===== src/rtl/jk_pkg.sv =====
// Shared definitions for the JK flip-flop bank arbiter: command encodings,
// FSM state type and the JK next-state helper used by the readback checker.
package jk_pkg;

  localparam logic [1:0] JK_HOLD   = 2'b00;
  localparam logic [1:0] JK_RESET  = 2'b01;
  localparam logic [1:0] JK_SET    = 2'b10;
  localparam logic [1:0] JK_TOGGLE = 2'b11;

  typedef enum logic [1:0] {
    StIdle,
    StApply,
    StSettle,
    StDone
  } jk_state_e;

  // Value a JK flop takes after one edge with {j,k} = op from current q.
  function automatic logic jk_next(input logic [1:0] op, input logic q);
    logic r;
    case (op)
      JK_HOLD:   r = q;
      JK_RESET:  r = 1'b0;
      JK_SET:    r = 1'b1;
      default:   r = ~q;
    endcase
    return r;
  endfunction

endpackage


===== src/rtl/jk_rr_arbiter.sv =====
// Combinational round-robin picker: grants the first requester at or after
// (ptr + 1) mod NREQ. The pointer register lives in the parent.
module jk_rr_arbiter
  import jk_pkg::*;
#(
  parameter int unsigned NREQ = 4,
  parameter int unsigned IDW  = 2
) (
  input  logic [NREQ-1:0] req,
  input  logic [IDW-1:0]  ptr,
  output logic [NREQ-1:0] gnt,
  output logic [IDW-1:0]  gnt_id,
  output logic            gnt_valid
);

  logic [31:0]    cand;
  logic [IDW-1:0] cand_id;

  // Scan requesters in rotation order starting just after the pointer.
  always_comb begin
    gnt       = '0;
    gnt_id    = '0;
    gnt_valid = 1'b0;
    cand      = '0;
    cand_id   = '0;
    for (int unsigned i = 1; i <= NREQ; i++) begin
      cand    = (32'(ptr) + i) % NREQ;
      cand_id = cand[IDW-1:0];
      if (!gnt_valid && req[cand_id]) begin
        gnt_valid    = 1'b1;
        gnt[cand_id] = 1'b1;
        gnt_id       = cand_id;
      end
    end
  end

endmodule


===== src/rtl/jk_bank_arbiter.sv =====
// Round-robin command arbiter for a shared bank of JK flip-flops.
// Each command drives one flop's j/k for exactly one edge, then returns the
// flop's new q with a one-cycle ack. Optional macro JK_READBACK_CHECK_EN adds
// a sticky readback mismatch flag (err); without it err is tied low.
module jk_bank_arbiter
  import jk_pkg::*;
#(
  parameter int unsigned NREQ = 4,
  parameter int unsigned NFF  = 8,
  parameter int unsigned IDXW = 3,
  parameter int unsigned IDW  = (NREQ > 1) ? $clog2(NREQ) : 1
) (
  input  logic                 clk,
  input  logic                 rst,
  input  logic [NREQ-1:0]      req,
  input  logic [2*NREQ-1:0]    op,
  input  logic [IDXW*NREQ-1:0] idx,
  output logic [NREQ-1:0]      ack,
  output logic                 rdata,
  output logic                 busy,
  output logic [IDW-1:0]       gnt_id,
  output logic [NFF-1:0]       j_out,
  output logic [NFF-1:0]       k_out,
  input  logic [NFF-1:0]       q_in,
  output logic                 err
);

  localparam logic [IDXW:0] NffLim = (IDXW + 1)'(NFF);

  function automatic logic in_range(input logic [IDXW-1:0] i);
    return {1'b0, i} < NffLim;
  endfunction

  jk_state_e       state_q, state_d;
  logic [IDW-1:0]  ptr_q;
  logic [IDW-1:0]  gnt_id_q;
  logic [NREQ-1:0] gnt_oh_q;
  logic [IDXW-1:0] idx_q;
  logic [NFF-1:0]  j_q, k_q;
  logic [NREQ-1:0] ack_q;
  logic            rdata_q;

  logic [NREQ-1:0] arb_gnt;
  logic [IDW-1:0]  arb_id;
  logic            arb_valid;
  logic [1:0]      sel_op;
  logic [IDXW-1:0] sel_idx;
  logic [NFF-1:0]  sel_mask;
  logic            q_sel;

  jk_rr_arbiter #(
    .NREQ (NREQ),
    .IDW  (IDW)
  ) u_rr (
    .req       (req),
    .ptr       (ptr_q),
    .gnt       (arb_gnt),
    .gnt_id    (arb_id),
    .gnt_valid (arb_valid)
  );

  // Pick out the granted requester's command and decode its target flop.
  always_comb begin
    sel_op   = '0;
    sel_idx  = '0;
    sel_mask = '0;
    for (int unsigned r = 0; r < NREQ; r++) begin
      if (arb_id == IDW'(r)) begin
        sel_op  = op[2*r +: 2];
        sel_idx = idx[IDXW*r +: IDXW];
      end
    end
    if (in_range(sel_idx)) sel_mask[sel_idx] = 1'b1;
  end

  // Current q of the latched target; out-of-range targets read as 0.
  always_comb begin
    q_sel = 1'b0;
    if (in_range(idx_q)) q_sel = q_in[idx_q];
  end

  // State register.
  always_ff @(posedge clk) begin
    if (rst) state_q <= StIdle;
    else     state_q <= state_d;
  end

  // Next-state logic: fixed four-step sequence once a grant is made.
  always_comb begin
    state_d = state_q;
    unique case (state_q)
      StIdle:   if (arb_valid) state_d = StApply;
      StApply:  state_d = StSettle;
      StSettle: state_d = StDone;
      StDone:   state_d = StIdle;
      default:  state_d = StIdle;
    endcase
  end

  // Output decode from state.
  always_comb begin
    busy = (state_q != StIdle);
  end

  // Grant latching, registered j/k pulse, readback capture and ack pulse.
  always_ff @(posedge clk) begin
    if (rst) begin
      ptr_q    <= IDW'(NREQ - 1);
      gnt_id_q <= '0;
      gnt_oh_q <= '0;
      idx_q    <= '0;
      j_q      <= '0;
      k_q      <= '0;
      ack_q    <= '0;
      rdata_q  <= 1'b0;
    end else begin
      j_q   <= '0;
      k_q   <= '0;
      ack_q <= '0;
      unique case (state_q)
        StIdle: begin
          if (arb_valid) begin
            ptr_q    <= arb_id;
            gnt_id_q <= arb_id;
            gnt_oh_q <= arb_gnt;
            idx_q    <= sel_idx;
            // j/k are live during APPLY, so they load on the grant edge.
            j_q      <= sel_op[1] ? sel_mask : '0;
            k_q      <= sel_op[0] ? sel_mask : '0;
          end
        end
        StSettle: begin
          rdata_q <= q_sel;
          ack_q   <= gnt_oh_q;
        end
        default: ;
      endcase
    end
  end

  assign ack    = ack_q;
  assign rdata  = rdata_q;
  assign gnt_id = gnt_id_q;
  assign j_out  = j_q;
  assign k_out  = k_q;

`ifdef JK_READBACK_CHECK_EN
  logic [1:0] cmd_sel;
  logic       exp_q;
  logic       err_q;

  // Command actually applied to the target, recovered from the j/k pulse.
  always_comb begin
    cmd_sel = 2'b00;
    if (in_range(idx_q)) cmd_sel = {j_q[idx_q], k_q[idx_q]};
  end

  // Predict from pre-command q during APPLY, compare after the bank update.
  always_ff @(posedge clk) begin
    if (rst) begin
      exp_q <= 1'b0;
      err_q <= 1'b0;
    end else begin
      if (state_q == StApply) exp_q <= jk_next(cmd_sel, q_sel);
      if (state_q == StSettle && in_range(idx_q) && (q_sel != exp_q)) err_q <= 1'b1;
    end
  end

  assign err = err_q;
`else
  assign err = 1'b0;
`endif

endmodule

===== config.mk =====
export PLATFORM = sky130hd
export DESIGN_NAME = jk_bank_arbiter
export DESIGN_NICKNAME = d
export VERILOG_FILES = /design/src/rtl/jk_pkg.sv /design/src/rtl/jk_rr_arbiter.sv /design/src/rtl/jk_bank_arbiter.sv
export SDC_FILE = /design/constraint.sdc
export NUM_CORES = 1
export LEC_CHECK = 0
export CORE_MARGIN = 2
export CORE_UTILIZATION = 51
export CTS_BUF_LIST = sky130_fd_sc_hd__clkbuf_8
export CTS_CLUSTER_DIAMETER = 40
export DETAILED_ROUTE_END_ITERATION = 6
export PLACE_DENSITY = 0.87
export SLEW_MARGIN = 20
export SYNTH_ARGS = -nofsm -noshare
export SYNTH_HDL_FRONTEND = slang
export SYNTH_SLANG_ARGS = --single-unit

===== constraint.sdc =====
create_clock -name clk -period 5.7 [get_ports clk]
set_clock_uncertainty 0.15 [all_clocks]
set_input_delay 1.14 -clock clk [delete_from_list [all_inputs] [get_ports clk]]
set_output_delay 1.14 -clock clk [all_outputs]
set_load 0.01 [all_outputs]

==> images/class_map.png <==
Fill, decap, tap and diode cells in gray.
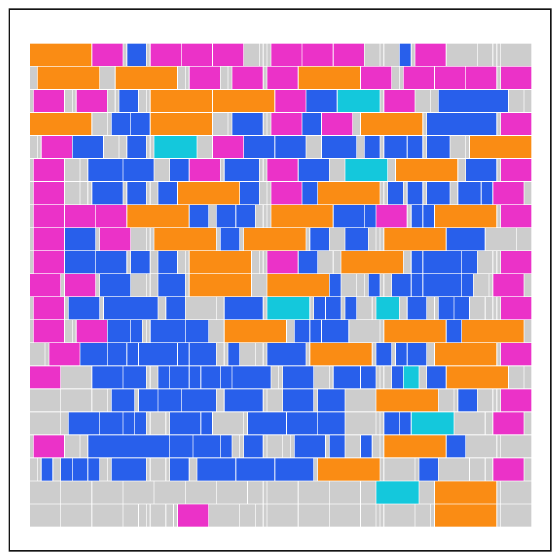
Key: magenta = remaining buffers and delay cells [cells 57]; blue = remaining logic cells [cells 143]; cyan = clock drivers and dummy loads [cells 8]; orange = registers [cells 34]
Cell Rows: 21
Seq/total area: 0.274
core footprint: 3390 um^2
post-layout util: 0.734
Finished Cell Area: 2490 um^2

==> images/layers.png <==
Scale bar: 20 um. Two of the layers only.
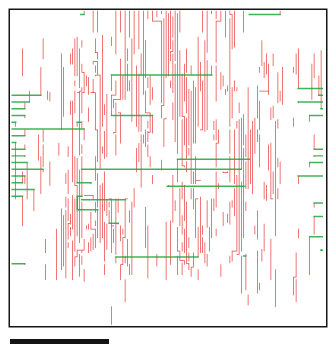
Key: green = M3 [wire length 227 um]; red = M2 [wire length 2030 um]

==> images/clock_nets.png <==
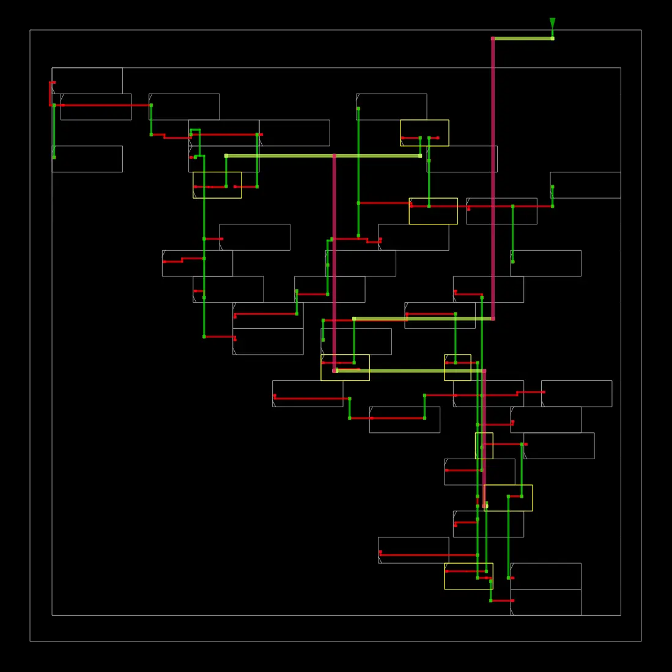
TritonCTS buffer count: 5
insertion delay to the later sink of the worst-skew pair: 0.29 ns
sequential cells: 34

==> results.json <==
{
  "yosysUniqueCellTypes": 42,
  "met2_length_mm": 2.03,
  "cellPowerDensity_nw_per_um2": 460,
  "finalCritPeriodShare": 0.692,
  "use_met1": 0.272,
  "status": "complete, no violations",
  "post-dp-hpwl_mm": 3.12,
  "pwr-share-comb": 0.531,
  "grt_pass1_vias": 1441,
  "maxClockFrequency_mhz": 254,
  "avgSynthCellArea_um2": 9.75,
  "setup_tns_ns": 0,
  "die_area_um2": 4070,
  "dpl_cell_area_um2": 2390,
  "cts_resized": 0,
  "yosys_area_um2": 1820,
  "path_depth": 7,
  "inverters": 5,
  "min_to": "ack[3]",
  "drive_above_1_share": 0.0909,
  "switching_power_uw": 478,
  "power_uw": 1140,
  "arrival_ns": 3.94,
  "dominant-cell-class": "multi-input combinational cells",
  "synthAdderAreaFrac": 0.0755,
  "ioPinCount": 59,
  "n_tap_cell": 46,
  "num-multi-input-gates": 138,
  "final-clk-cell-share": 0.0382,
  "drv_slew": 0,
  "end_kind": "flip-flop",
  "critPathSlowestCell": "clkdlybuf4s50_1",
  "grt_overflow_total": 0,
  "rr_worst_depth": 9,
  "num_antenna_cells": 0,
  "cts.sinks": 34,
  "drt_first_pass_iters": 4,
  "xor_area_frac": 0,
  "n_fill_cell": 243,
  "drv_cap": 0,
  "clkbuf_count": 6,
  "hp-start": "gnt_oh_q[3]",
  "avgRoutedWirePerCell_um": 14.7,
  "timing.rr.start": "ptr_q[0]",
  "synth-edff-count": 0,
  "p_leak_uw": 0.000967,
  "drc": 0,
  "portBuffers": 57,
  "slew_headroom": 0.349,
  "antenna_left": 0,
  "p_comb_uw": 607
}
==> images/floorplan.png <==
Scale bar: 20 um. Pins as bars on the die edge.
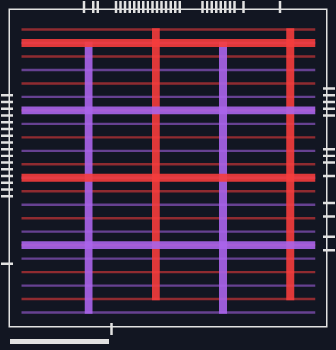
Key: red = VDD; purple = VSS
4 straps on met5. 22 met1 rails follow the rows. 4 straps on met4.
DIE HEIGHT: 63.8 um
Die X: 63.8 um
Max VDD drop: 0.231 mV

==> images/clock_wires.png <==
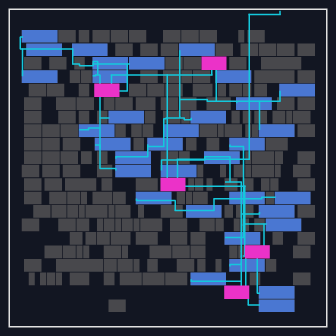
Key: cyan = clock wires [length 458 um]; blue = flip-flops [count 34]; magenta = clock-net drivers [count 5]
There are 6 routed clock nets.

## Yosys cell counts, types with 2 or more instances
cell type	count	area, um^2
clkbuf_1	5	18.8
a211oi_1	5	37.5
nor3_1	4	20.0
nor2_1	15	56.3
mux2i_1	17	170
nand2b_1	2	12.5
a221oi_1	5	43.8
a221o_1	4	40.0
buf_2	2	10.0
nor4_1	17	106
ha_1	11	138
mux2_2	5	56.3
and2_1	4	25.0
o21ai_0	4	20.0
nand2_1	10	37.5
nand3_1	2	10.0
buf_6	2	22.5
a21oi_1	6	30.0
dfxtp_1	34	681
nor2b_1	3	18.8
nand3b_1	4	30.0
inv_1	5	18.8
mux4_2	2	45.0
No activity file was given, so power comes from the tool's default toggle rates.
